### Signal wires on met3

Scale: 6 px per µm.
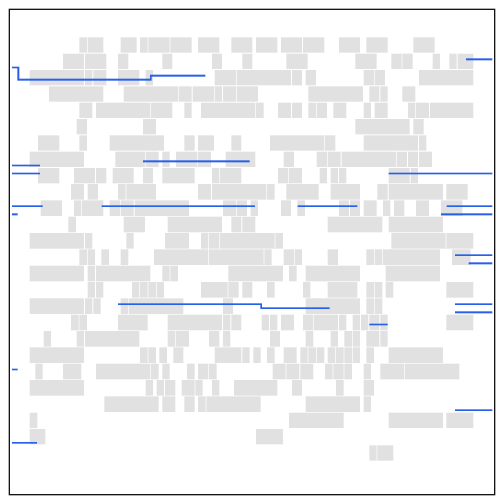
### Nets reached from selected ports

Scale: 3 px per µm.
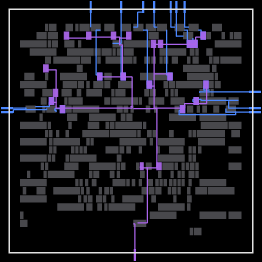
### Clock network drawn from the DEF

Scale: 4 px per µm.
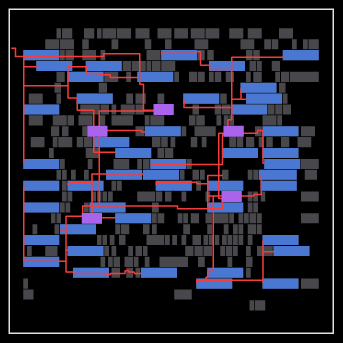
### Congestion heat map

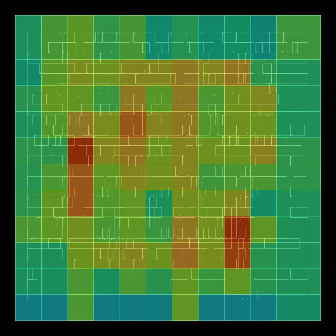
Design dac_spi_tx, sky130hd; sources not shown.
==> summary.txt <==
impl run done, here's what came out: Log Warnings 28, YS chip area between 2000 and 2500 µm², Residual DRC 0, Seq group 1.85 mW, switch share roughly 42%, Reg2Reg Depth 11, Setup TNS 0 ns, status completed, top sig layer met3, Worst Hold Class input pin to async pin, ClkCell Share around 3.3%, CTS Sinks about 46, combinational power share 47.0%, Pins Over Slew Limit 0, max-capacitance violation count 0, Pwr Density around 1800 nW/µm², Post-CTS Setup Bufs 0, top cells by count nand2_1, dfrtp_1, nand3_1, nand2_2, inv_1, share of synthesized registers carrying an async set or reset 100%, most crowded layer after global routing met2, Antenna Violating Nets Remaining 0, Worst setup SP type flop, Comb area share 33.3%, largest power group combinational cells, DP Wirelength about 2900 µm, CP max stage delay around 0.52 ns, fillers 492, clock-pin slew on the worst setup and hold paths roughly 0.090 ns, M1 WL slightly below 2000 µm, number of non-filler instances in the completed layout between 300 and 400, chip width 80.6 µm, Reg area between 1000 and 1500 µm², Final nets 321, area leader, netlist dfrtp_1, Root Driver clkbuf_8, hold buffer count at cts 0
## Picture notes: 'Signal wires on met3'
The longest straight run is 25.3 µm. The layer holds 5.1% of the routed length. 20 nets have wire on it. The wires run mostly horizontal.
Via Count: 1665
grt met3 use: 3.48%
final WL: 4080 µm

## Picture notes: 'Nets reached from selected ports'
`dac_data`: shown in blue, direction input, edge 7 top, 3 right, 2 left, end cells 12, buffers 12, wire 236 µm. `start`: shown in purple, direction input, edge bottom, end cells 22, buffers 3, wire 240 µm.
Port Buffer Count: 28
IO Count: 34

## Picture notes: 'Clock network drawn from the DEF'
flip-flops: shown in blue, count 46. cells driving clock nets: shown in purple, count 5. clock wires: shown in red, length 595 µm.
There are 6 routed clock nets.
Clk network pwr share: 14.7%
Clock Skews: 0.00605 ns
clk latency late pin: 0.30 ns

## Picture notes: 'Congestion heat map'
Util after Layout: 52.5%
GRT Util Overall: 14.4%

[cell families after synthesis]
| logic type | count (synthesis) | share of synthesized area (%) |
|---|---|---|
| simple gates | 161 | 36.6 |
| flops | 46 | 51.7 |
| buf+inv | 35 | 7.97 |
| compound gates | 10 | 2.25 |
| fa+ha+maj | 2 | 1.12 |
| other cells | 2 | 0.337 |
[repair_timing]
item / in CTS / in global routing
setup endpoints to repair: 2 / 31
pin swaps: 0 / 1
resized: 2 / 16
[stage by stage]
stage               utilization, %  hold WS, ns  setup WS, ns
floorplan                        -        0.436         0.151
global placement              49.9        0.454        -0.846
detailed placement            50.2        0.458        -0.234
CTS                           51.9        0.380       0.00575
global route                  52.5        0.391       -0.0129
finish                        52.5        0.373         0.110
No activity file was given, so power comes from the tool's default toggle rates.
